<file path="config.mk">
export PLATFORM = sky130hd
export DESIGN_NAME = classify_layer_seq
export DESIGN_NICKNAME = d
export VERILOG_FILES = /design/src/rtl/classify_layer_seq_pkg.sv /design/src/rtl/classify_layer_seq_mac_sat.sv /design/src/rtl/classify_layer_seq.sv
export SDC_FILE = /design/constraint.sdc
export NUM_CORES = 1
export LEC_CHECK = 0
export CORE_MARGIN = 2
export CORE_UTILIZATION = 52
export DETAILED_ROUTE_END_ITERATION = 8
export PLACE_DENSITY = 0.82
export SLEW_MARGIN = 20
export SYNTH_ARGS = -nofsm -noshare
export SYNTH_HDL_FRONTEND = slang
export SYNTH_SLANG_ARGS = --single-unit
</file>
<file path="constraint.sdc">
create_clock -name clk -period 10.6 [get_ports clk]
set_clock_uncertainty 0.15 [all_clocks]
set_input_delay 2.12 -clock clk [delete_from_list [all_inputs] [get_ports clk]]
set_output_delay 2.12 -clock clk [all_outputs]
set_load 0.01 [all_outputs]
</file>
<file path="src/rtl/classify_layer_seq_pkg.sv">
// Shared definitions for the classification-layer sequencer:
// FSM state encoding, width helpers and saturation bounds.
package classify_layer_seq_pkg;

    typedef enum logic [2:0] {
        ST_IDLE  = 3'd0,
        ST_LOAD  = 3'd1,
        ST_MAC   = 3'd2,
        ST_WRITE = 3'd3,
        ST_DONE  = 3'd4
    } state_t;

    // Ceiling log2; clog2(1) = 0.
    function automatic int clog2(input int n);
        int r;
        r = 0;
        for (int v = n - 1; v > 0; v = v >> 1) begin
            r++;
        end
        return r;
    endfunction

    // Address/index width, never narrower than one bit.
    function automatic int addr_w(input int n);
        return (clog2(n) < 1) ? 1 : clog2(n);
    endfunction

    // Accumulator width: full product plus enough guard bits for in_dim terms and the bias.
    function automatic int acc_w(input int in_bits, input int n_terms);
        return 2 * in_bits + clog2(n_terms + 1) + 1;
    endfunction

    function automatic longint sat_max(input int out_bits);
        return (longint'(1) <<< (out_bits - 1)) - 1;
    endfunction

    function automatic longint sat_min(input int out_bits);
        return -(longint'(1) <<< (out_bits - 1));
    endfunction

endpackage

</file>
<file path="src/rtl/classify_layer_seq_mac_sat.sv">
// Signed multiply-accumulate with bias preload, arithmetic fraction shift
// and output saturation for the classification-layer sequencer.
module classify_mac_sat
    import classify_layer_seq_pkg::*;
#(
    parameter int input_bitlength  = 12,
    parameter int output_bitlength = 8,
    parameter int in_dim           = 5,
    parameter int FRAC_BITS        = 4
) (
    input  logic                        clk,
    input  logic                        reset,
    input  logic                        mac_en,
    input  logic                        mac_first,
    input  logic [input_bitlength-1:0]  b_data,
    input  logic [input_bitlength-1:0]  hv_data,
    input  logic [input_bitlength-1:0]  w_data,
    output logic [output_bitlength-1:0] sat_out
);

    localparam int ACC_W = acc_w(input_bitlength, in_dim);
    localparam logic signed [ACC_W-1:0] SAT_HI = ACC_W'(sat_max(output_bitlength));
    localparam logic signed [ACC_W-1:0] SAT_LO = ACC_W'(sat_min(output_bitlength));

    logic signed [2*input_bitlength-1:0] product;
    logic signed [ACC_W-1:0]             product_ext;
    logic signed [ACC_W-1:0]             bias_ext;
    logic signed [ACC_W-1:0]             acc_reg;
    logic signed [ACC_W-1:0]             acc_next;
    logic signed [ACC_W-1:0]             shifted;

    assign product     = $signed(hv_data) * $signed(w_data);
    assign product_ext = ACC_W'(product);
    assign bias_ext    = ACC_W'($signed(b_data)) <<< FRAC_BITS;

    // First term of a neuron starts from the scaled bias; later terms add onto the running sum.
    always_comb begin
        acc_next = acc_reg + product_ext;
        if (mac_first) begin
            acc_next = bias_ext + product_ext;
        end
    end

    // Accumulator register.
    always_ff @(posedge clk) begin
        if (reset) begin
            acc_reg <= '0;
        end else if (mac_en) begin
            acc_reg <= acc_next;
        end
    end

    // Drop fraction bits (arithmetic) and clamp into the signed output range.
    always_comb begin
        shifted = acc_reg >>> FRAC_BITS;
        sat_out = shifted[output_bitlength-1:0];
        if (shifted > SAT_HI) begin
            sat_out = SAT_HI[output_bitlength-1:0];
        end else if (shifted < SAT_LO) begin
            sat_out = SAT_LO[output_bitlength-1:0];
        end
    end

endmodule

</file>
<file path="src/rtl/classify_layer_seq.sv">
// Time-multiplexed classification layer: one shared MAC computes every output
// neuron from external synchronous RAMs and writes results to an output buffer.
// Optional argmax tracking is enabled by defining CLASSIFY_ARGMAX_EN.
module classify_layer_seq
    import classify_layer_seq_pkg::*;
#(
    parameter int input_bitlength  = 12,
    parameter int output_bitlength = 8,
    parameter int in_dim           = 5,
    parameter int out_dim          = 2,
    parameter int FRAC_BITS        = 4
) (
    input  logic                                clk,
    input  logic                                reset,
    input  logic                                start,
    output logic                                busy,
    output logic                                done,
    output logic [addr_w(in_dim)-1:0]           hv_addr,
    input  logic [input_bitlength-1:0]          hv_data,
    output logic [addr_w(in_dim*out_dim)-1:0]   w_addr,
    input  logic [input_bitlength-1:0]          w_data,
    output logic [addr_w(out_dim)-1:0]          b_addr,
    input  logic [input_bitlength-1:0]          b_data,
    output logic                                out_we,
    output logic [addr_w(out_dim)-1:0]          out_addr,
    output logic [output_bitlength-1:0]         out_data,
    output logic [addr_w(out_dim)-1:0]          class_idx
);

    localparam int HV_AW = addr_w(in_dim);
    localparam int W_AW  = addr_w(in_dim * out_dim);
    localparam int J_W   = addr_w(out_dim);
    localparam int K_W   = addr_w(in_dim);

    state_t                      state_reg, state_next;
    logic [K_W-1:0]              k_reg, k_next;
    logic [J_W-1:0]              j_reg, j_next;
    logic [output_bitlength-1:0] out_data_reg;
    logic [output_bitlength-1:0] mac_result;
    logic                        mac_en;
    logic                        mac_first;

    classify_mac_sat #(
        .input_bitlength (input_bitlength),
        .output_bitlength(output_bitlength),
        .in_dim          (in_dim),
        .FRAC_BITS       (FRAC_BITS)
    ) u_mac (
        .clk      (clk),
        .reset    (reset),
        .mac_en   (mac_en),
        .mac_first(mac_first),
        .b_data   (b_data),
        .hv_data  (hv_data),
        .w_data   (w_data),
        .sat_out  (mac_result)
    );

    // State, counters and the held copy of the last written result.
    always_ff @(posedge clk) begin
        if (reset) begin
            state_reg    <= ST_IDLE;
            k_reg        <= '0;
            j_reg        <= '0;
            out_data_reg <= '0;
        end else begin
            state_reg <= state_next;
            k_reg     <= k_next;
            j_reg     <= j_next;
            if (state_reg == ST_WRITE) begin
                out_data_reg <= mac_result;
            end
        end
    end

    // Next-state, address generation and strobes; RAM addresses lead their data by one cycle.
    always_comb begin
        state_next = state_reg;
        k_next     = k_reg;
        j_next     = j_reg;
        mac_en     = 1'b0;
        mac_first  = 1'b0;
        hv_addr    = '0;
        w_addr     = '0;
        b_addr     = '0;
        out_we     = 1'b0;
        done       = 1'b0;
        busy       = 1'b0;
        unique case (state_reg)
            ST_IDLE: begin
                if (start) begin
                    j_next     = '0;
                    state_next = ST_LOAD;
                end
            end
            ST_LOAD: begin
                busy       = 1'b1;
                hv_addr    = '0;
                w_addr     = W_AW'(j_reg);
                b_addr     = j_reg;
                k_next     = '0;
                state_next = ST_MAC;
            end
            ST_MAC: begin
                busy      = 1'b1;
                mac_en    = 1'b1;
                mac_first = (k_reg == '0);
                if (k_reg != K_W'(in_dim - 1)) begin
                    k_next  = k_reg + 1'b1;
                    hv_addr = HV_AW'(k_reg + 1'b1);
                    w_addr  = W_AW'((32'(k_reg) + 32'd1) * 32'(out_dim) + 32'(j_reg));
                    b_addr  = j_reg;
                end else begin
                    state_next = ST_WRITE;
                end
            end
            ST_WRITE: begin
                busy   = 1'b1;
                out_we = 1'b1;
                if (j_reg != J_W'(out_dim - 1)) begin
                    j_next     = j_reg + 1'b1;
                    state_next = ST_LOAD;
                end else begin
                    state_next = ST_DONE;
                end
            end
            ST_DONE: begin
                done       = 1'b1;
                state_next = ST_IDLE;
            end
            default: begin
                state_next = ST_IDLE;
            end
        endcase
    end

    assign out_addr = j_reg;
    assign out_data = (state_reg == ST_WRITE) ? mac_result : out_data_reg;

`ifdef CLASSIFY_ARGMAX_EN
    logic signed [output_bitlength-1:0] max_reg;
    logic [J_W-1:0]                     best_reg;
    logic [J_W-1:0]                     class_idx_reg;

    // Running maximum over written outputs; strict compare keeps the lowest index on ties.
    always_ff @(posedge clk) begin
        if (reset) begin
            max_reg       <= '0;
            best_reg      <= '0;
            class_idx_reg <= '0;
        end else begin
            if (state_reg == ST_WRITE &&
                (j_reg == '0 || $signed(mac_result) > max_reg)) begin
                max_reg  <= $signed(mac_result);
                best_reg <= j_reg;
            end
            if (state_reg == ST_DONE) begin
                class_idx_reg <= best_reg;
            end
        end
    end

    assign class_idx = class_idx_reg;
`else
    assign class_idx = '0;
`endif

endmodule

</file>
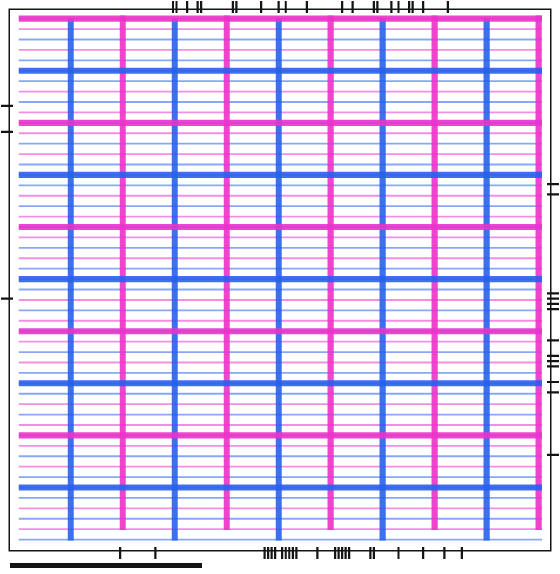
**Above:** power grid.
Bar = 50 um. Pins as bars on the die edge.
- VDD: magenta
- VSS: blue
- signal pins: 60
- met1 rails: 51
- rows: 50
- met4 straps: 10
- met5 straps: 10

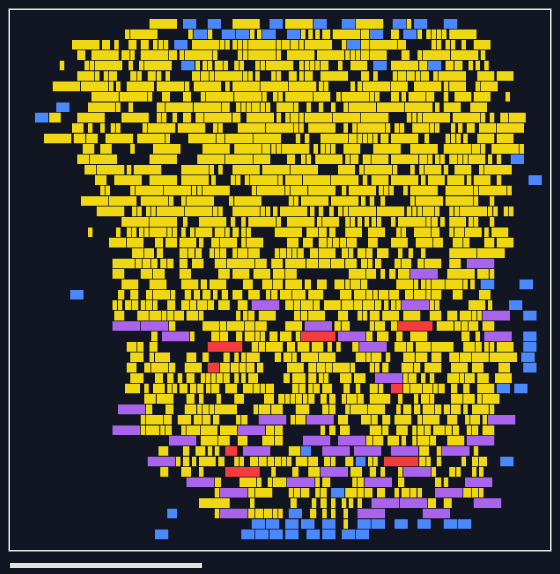
**Above:** cell classes on the final placement.
Bar = 50 um.
- remaining logic cells: yellow (cells 1110; share of their area 84%)
- clock drivers and dummy loads: red (cells 8; share of their area 1.5%)
- remaining buffers and delay cells: blue (cells 61; share of their area 5.9%)
- registers: purple (cells 43; share of their area 8.4%)
fin util: 57.0%
Finished Cell Area: 10600 um2

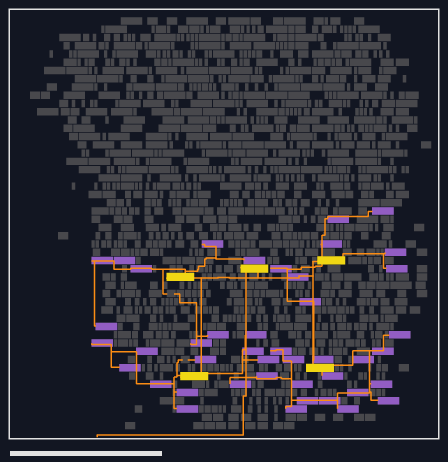
**Above:** clock wires, drivers and flops.
Bar = 50 um.
- flip-flops: purple (count 43)
- clock wires: orange (length 737 um)
- clock-net drivers: yellow (count 5)
- routed clock nets: 6

==> deck_impl_summary.md <==
Physical Implementation Snapshot

Synth
  – Flip-flop and latch count after synthesis: between 40 and 50
  – Main synth FF type: dfxtp_1
  – Syn_area_per_cell: about 8 um2
  – Number of synthesized flops with an enable pin: 0
  – Area leader share: 28.7%
  – Multiplexer fraction of the synthesized cell area: less than 1%
  – Fraction of registers with async set or reset after synthesis: 0%
  – Yosys Instances: 1200

Route
  – Number of iterations in the first detailed-routing pass: 5
  – Antenna violation net count after detailed routing: 0
  – Wire length reported by the detailed router: between 20 and 25 mm

Cells and area
  – Flip-flop and latch area: around 860 um2
  – Number of flip-flops and latches: roughly 43
  – Multi-input gate area in the final layout: between 7000 and 8000 um2
  – Clock Network Area Fraction: under 10%
  – Area growth, synth to finish: 8.50%

GRT
  – First-pass GRT wire length: 38.6 mm

Setup path
  – Class of the most critical setup path: in2reg
  – Top fanout value on the critical path: 10
  – Type of origin of the critical path: input pin

STA
  – Fmax: 0.103 GHz

Outcome
  – Status: completed

Placement
  – Post-Place Cell Area: about 10000 um2
  – Final estimated routing congestion in global placement: 0.917

Clocking
  – Clock Sinks: approximately 43

Floorplan
  – Die Span X: around 140 um
per-layer routing:
layer / track usage, % / vias up / part of all wire, %
met3: 2.11 / 46 / 4.4
met5: 0 / - / 0
met1: 31.5 / 4032 / 43
li1: - / 3926 / -
met4: 6.79 / 0 / 2.6
met2: 41.3 / 222 / 50
placed cells by master, fill, tap and decap left out, drive strengths merged, types with 31 or more instances in the layout:
| master | instances |
|---|---|
| and2 | 56 |
| fa | 140 |
| ha | 101 |
| a21oi | 70 |
| inv | 209 |
| nor2 | 91 |
| dfxtp | 43 |
| nand2 | 140 |
| clkdlybuf4s50 | 58 |
| o21ai | 31 |
| xnor2 | 42 |
metrics by stage:
stage	hold WS [ps]	std cells
final	346	1456
after global routing	353	1456
after global placement	296	1448
after floorplan	286	1200
after detailed placement	328	1448
after CTS	343	1456
critical path: stages:
cell and delay (ps):
clkdlybuf4s50_1 600, clkinv_1 410, nor2_1 300, fa_1 460, fa_1 530, fa_1 520
fa_1 560, inv_1 60, fa_1 530, inv_1 40, ha_1 350, nand2_2 110
nor2_1 50, a211oi_1 290, a311oi_2 220, and4_1 280, nor3_1 220, xnor2_1 210
ha_1 330, nand2_1 130, nor3_1 90, o2111ai_1 110, o211ai_1 160, o41ai_2 310
o21ai_0 140, a21oi_1 180, xnor3_1 230, o21a_1 170
path summary, 6_finish.rpt:
kind,end,slack (ps),startpoint,cells past startpoint
setup / recovery,u_mac.acc_reg[27],940,w_data[11],28
hold / removal,u_mac.acc_reg[2],350,u_mac.acc_reg[2],2
setup reg to reg,u_mac.acc_reg[24],7500,u_mac.acc_reg[0],11
hold reg to reg,u_mac.acc_reg[2],350,u_mac.acc_reg[2],2
